Design fp_unit_scheduler_flat, sky130hd; sources not shown.
Run 1, I/O nets highlighted:
(3 px per um)
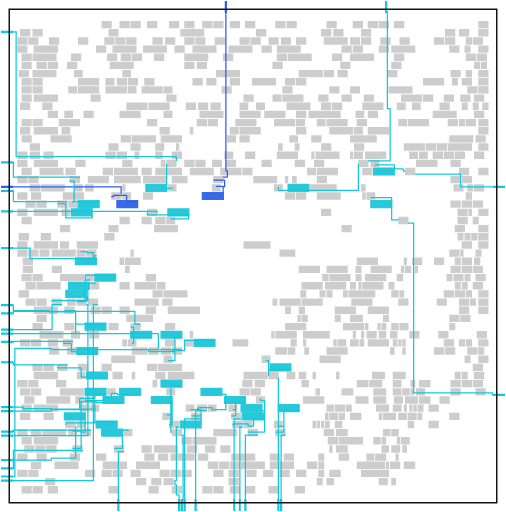
legend:
  bus_fu_op:
    colour: blue
    direction: output
    edge: 1 left, 1 top
    end_cells: 2
    buffers: 2
    wire: 118 um
  bus_fu_b:
    colour: cyan
    direction: output
    edge: 19 left, 10 bottom, 2 right, 1 top
    end_cells: 32
    buffers: 32
    wire: 1810 um
PortBufs: 411
I/O pin count: 412

Run 1, cell outlines without signal wires:
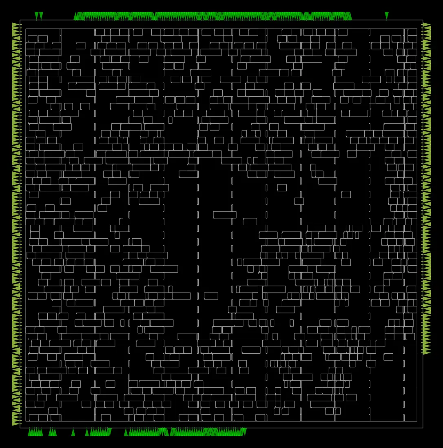
Layout Cells excl Fill: 1163
final core utilization: 40.2%
# rows: 58
n_taps: 330
number of sequential cells: 85

Run 1, routed clock nets over the placement:
(1.5 px per um)
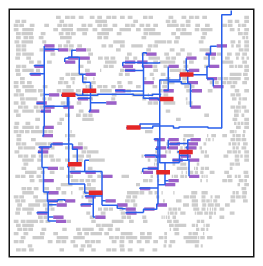
legend:
  clock wires:
    colour: blue
    length: 1310 um
  clock drivers:
    colour: red
    count: 9
  flip-flops:
    colour: purple
    count: 85
routed clock nets: 10
Final Skew: 0.0139 ns
clock power share: 15.5%
clk latency late pin: 0.35 ns
Clock Power: 462 uW

==> impl_metrics.json, run 1 <==
{
  "die_h_um": 164,
  "die_area_um2": 26600,
  "vias": 5224,
  "cts_made_buffers": 9,
  "ys_cells": 404,
  "postCtsHoldBufs": 0,
  "endpoint_kind": "output port",
  "fmax_mhz": 134,
  "fin_tns_setup_ns": 0,
  "final_nets": 1139,
  "firstDrtPassIters": 4,
  "core_um2": 24800,
  "synth-edff-count": 0,
  "rr_worst_depth": 15,
  "wl_met1_um": 8290,
  "drtIter0Drc": 140,
  "critical_path.max_fanout": 10,
  "finalSetupViolCount": 0,
  "largest_area_cell": "dfxtp_1",
  "antenna_found_initial": 2,
  "first_global_vias": 5597,
  "grt_pass1_wl_um": 33300,
  "post-route-period-util_pct": 96.4,
  "hold_viol": 0,
  "max_cap_violations": 0,
  "routed_via_density": 4.49,
  "die-width_um": 162,
  "p_per_area_nw_per_um2": 298,
  "wl_met3_um": 2300,
  "netlist_instances": 404,
  "numClockSinks": 85,
  "syn_area_um2": 5130,
  "gp_congestion": 0.878,
  "ys_types": 49,
  "clkTransAtPathRegs_ns": 0.05,
  "slew_headroom_pct": 47.8,
  "post_cts_buffers": 0,
  "cts_root_buffer": "clkbuf_16",
  "place_area_um2": 9660,
  "synthTopCellsByArea": "dfxtp_1, mux4_2, a22o_1, and2_1, ha_1",
  "grtUsageTotal_pct": 17.5,
  "ctsLongestPathBuffers": 2,
  "ys_async_sr_fraction_pct": 0,
  "fillers": 2466,
  "synth_area_per_cell_um2": 12.7,
  "crit_path_start_kind": "input pin",
  "synth_flops": 85,
  "arrival_ns": 5.51,
  "status": "finished, final reports clean",
  "postSynthSeqShare_pct": 33.1,
  "cts_tree": "done",
  "warnings": 33,
  "hold_depth": 1
}
[run 1: cell type report]
class	instances	area [um^2]	share of cell area, %
clock inverters	4	72.6	0.728
multi-input cells	272	3130	31.3
repair buffers	411	4110	41.2
flip-flops and latches	85	1700	17.1
plain buffers	42	287	2.87
inverters	5	18.8	0.188
diodes	2	5.00	0.0502
clock buffers	12	236	2.37
well taps	330	413	4.14
[run 1: where the power goes]
| group | switching, mW | internal (mW) |
|---|---|---|
| clock network | 0.179 | 0.283 |
| logic | 1.03 | 0.836 |
| registers | 0.0777 | 0.573 |
| total | 1.29 | 1.69 |
[run 1: cell usage in the layout, fill, tap and decap left out, types with 5 or more instances in the layout]
cell type	count
a21oi_1	5
a22o_1	66
and2_1	36
buf_2	13
buf_6	6
buf_8	5
clkbuf_1	18
clkbuf_16	9
clkdlybuf4s50_1	411
dfxtp_1	85
ha_1	9
inv_1	5
mux4_2	67
nand2_1	8
nor2_1	11
nor2b_1	15
[run 1: metal layers]
metal / vias to the layer above / track usage, %
met5: - / -
met4: 0 / 3.82
met3: 13 / 6.82
met2: 251 / 32.0
met1: 2510 / 17.8
li1: 2450 / -
[run 1: critical path, cell delays in order]
cell	delay [ns]
clkdlybuf4s50_1	0.60
nor3_1	0.59
and2_1	0.23
buf_6	0.13
or3b_2	0.45
o211ai_1	0.20
o2111ai_1	0.18
a32oi_1	0.31
clkdlybuf4s50_1	0.88
[run 1: cells by family (layout without fill, tap and decap cells)]
kind of cell | count (synthesis) | in the layout | synth area share (%)
other | 0 | 2 | 0
xor gates and xnor gates | 4 | 4 | 0.683
AOI/OAI and AO/OA | 93 | 93 | 15.1
and+or+nand+nor | 89 | 89 | 10.7
DFF | 85 | 85 | 33.1
adders and majority gates | 10 | 10 | 2.58
buffers and inverters | 47 | 474 | 5.95
muxes | 76 | 76 | 31.9
[run 1: metrics by stage]
stage | setup slack [ns] | instances
after global placement | 0.337 | 1145
after floorplan | 1.64 | 404
after global routing | 0.0562 | 1163
after detailed placement | 0.250 | 1145
after CTS | 0.261 | 1161
final | 0.278 | 1163
Run 1, placement by cell class:
(1.5 px per um)
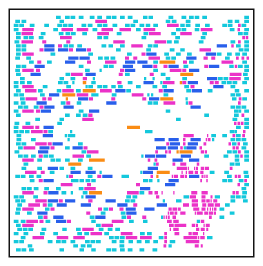

==> run 2: changes to the inputs <==
--- a/config.mk
+++ b/config.mk
@@ -5,13 +5,13 @@
 export SDC_FILE = /design/constraint.sdc
 export NUM_CORES = 1
 export LEC_CHECK = 0
-export CORE_AREA = 2 2 160 162
-export CTS_CLUSTER_DIAMETER = 120
+export CORE_AREA = 2 2 159 161
+export CTS_CLUSTER_DIAMETER = 60
 export DETAILED_ROUTE_END_ITERATION = 7
-export DIE_AREA = 0 0 162 164
+export DIE_AREA = 0 0 161 163
 export GPL_TIMING_DRIVEN = 0
 export MAX_ROUTING_LAYER = met4
-export PLACE_DENSITY_LB_ADDON = 0.05
+export PLACE_DENSITY = 0.66
 export SLEW_MARGIN = 20
 export SYNTH_ARGS = -nofsm -noshare
 export SYNTH_HDL_FRONTEND = slang
Run 2, placement by cell class:
(1.5 px per um)
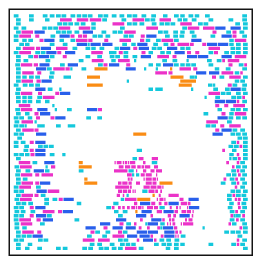
legend:
  clock drivers and dummy loads:
    colour: orange
    cells: 16
  sequential cells:
    colour: blue
    cells: 85
  combinational and other logic:
    colour: magenta
    cells: 277
  remaining buffers and delay cells:
    colour: cyan
    cells: 453
Core Region: 24700 um^2
flop share of the area: 17.1%

Run 2, register map, names as in the netlist:
(1.5 px per um) Other sequential cells in the stronger grey, the rest of the logic in the fainter grey.
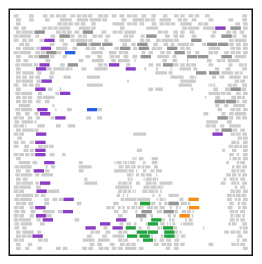
legend:
  u_core/bus.fu_b:
    colour: purple
    sequential_cells: 32
  u_core/tags:
    colour: green
    sequential_cells: 12
    where: bottom centre
  u_core/cnt:
    colour: orange
    sequential_cells: 3
  u_core/bus.fu_op:
    colour: blue
    sequential_cells: 2
register area: 1700 um^2
final core utilization: 40.4%
P_seq: 652 uW

==> run 2 against run 1 <==
Net effect: via count up 1.4%; clock skew down 0.0039 ns; utilization up 0.25 points; global-route usage down 0.53 points; clock power up 3%; combinational power about the same; critical path type unchanged; largest power group unchanged; highest routed layer unchanged.
==> impl_metrics.json, run 2 <==
{
  "critical_path.max_fanout": 10,
  "arrival_ns": 5.46,
  "firstDrtPassIters": 4,
  "crit_path_start_kind": "input pin",
  "hold_viol": 0,
  "fin_tns_setup_ns": 0,
  "cts_tree": "done",
  "numClockSinks": 85,
  "numPortBuffers": 411,
  "first_global_vias": 5340,
  "antenna_found_initial": 1,
  "cpMaxStageDelayCell": "clkdlybuf4s50_1",
  "grtUsageTotal_pct": 17.0,
  "ys_cells": 404,
  "p_per_area_nw_per_um2": 299,
  "postSynthSeqShare_pct": 33.1,
  "final_cell_mix": "clkdlybuf4s50_1, dfxtp_1, mux4_2",
  "insertion_delay_ns": 0.34,
  "die_h_um": 163,
  "cts_made_buffers": 9,
  "synthTopCellsByArea": "dfxtp_1, mux4_2, a22o_1, and2_1, ha_1",
  "skew_ns": 0.0101,
  "finalSetupViolCount": 0,
  "synth_area_per_cell_um2": 12.7,
  "path_cells": "clkdlybuf4s50_1, nor3_1, and2_1, buf_6, or3b_2, o211ai_1, o2111ai_1, a22oi_1, clkdlybuf4s50_1",
  "slew_headroom_pct": 49.1,
  "drtIter0Drc": 265,
  "synth_nets": 717,
  "die-width_um": 161,
  "syn_area_um2": 5130,
  "final_nets": 1139,
  "netlist_instances": 404,
  "die_area_um2": 26200,
  "fillers": 2385,
  "cpMostUsedCell": "clkdlybuf4s50_1",
  "ys_types": 49,
  "cts_root_buffer": "clkbuf_16",
  "fmax_mhz": 135,
  "largest_area_cell": "dfxtp_1",
  "grt_pass1_wl_um": 32200,
  "gp_congestion": 0.792,
  "lay_top_count": "clkdlybuf4s50_1",
  "postCtsHoldBufs": 0,
  "fp-row-count": 58,
  "hold_depth": 1,
  "max_cap_violations": 0,
  "status": "finished, final reports clean",
  "rr_worst_depth": 13,
  "ctsLongestPathBuffers": 2,
  "warnings": 33,
  "routed_via_density": 4.56
}
## run 2: cell counts after synthesis
Identical to the previous run, type by type.
## run 2: final cells by class
cell class                 instances  area, um^2  share of cell area [%]
inverter                           5        18.8                   0.188
timing repair buffer             411        4110                    41.2
antenna                            1        2.50                  0.0251
multi-input combinational        272        3130                    31.3
clock buffer                      10         229                    2.29
clock inverter                     6        86.3                   0.865
buffer                            42         287                    2.87
sequential                        85        1700                    17.1
tap                              330         413                    4.14
## run 2: logic make-up after synthesis
| kind of cell | synth area share, % |
|---|---|
| multiplexers | 31.9 |
| buffers and inverters | 5.95 |
| flip-flops | 33.1 |
| AND-OR/OR-AND | 15.1 |
| XOR/XNOR | 0.683 |
| adder cells (fa/ha/maj) | 2.58 |
| AND/OR/NAND/NOR | 10.7 |
## run 2: metrics by stage
step                area [um^2]  std cells  setup slack (ns)  hold slack (ns)
global route               9980       1162             0.154            0.440
CTS                        9980       1161             0.346            0.429
floorplan                  5130        404              1.64            0.414
finish                     9980       1162             0.328            0.430
detailed placement         9660       1145             0.351            0.426
global placement           9660       1145             0.357            0.416
## run 2: layer usage
layer / up-vias / GRT usage [%] / routed length (um)
met5: - / - / 0
met4: 0 / 4.38 / 346
met3: 13 / 3.97 / 1790
met2: 300 / 30.3 / 11800
met1: 2535 / 19.3 / 8750
li1: 2447 / - / -
## run 2: where the power goes
part           total [mW]  internal [mW]  switching (mW)
registers           0.652          0.572          0.0795
logic                1.85          0.835            1.02
clock network       0.476          0.284           0.192
total                2.98           1.69            1.29
## run 2: worst max-delay path, delay by kind of cell
family          cells  cell delay [ns]
buf+inv             3             1.59
simple gates        3             1.12
compound gates      3             0.81
Power is estimated from default activity; no workload was simulated.
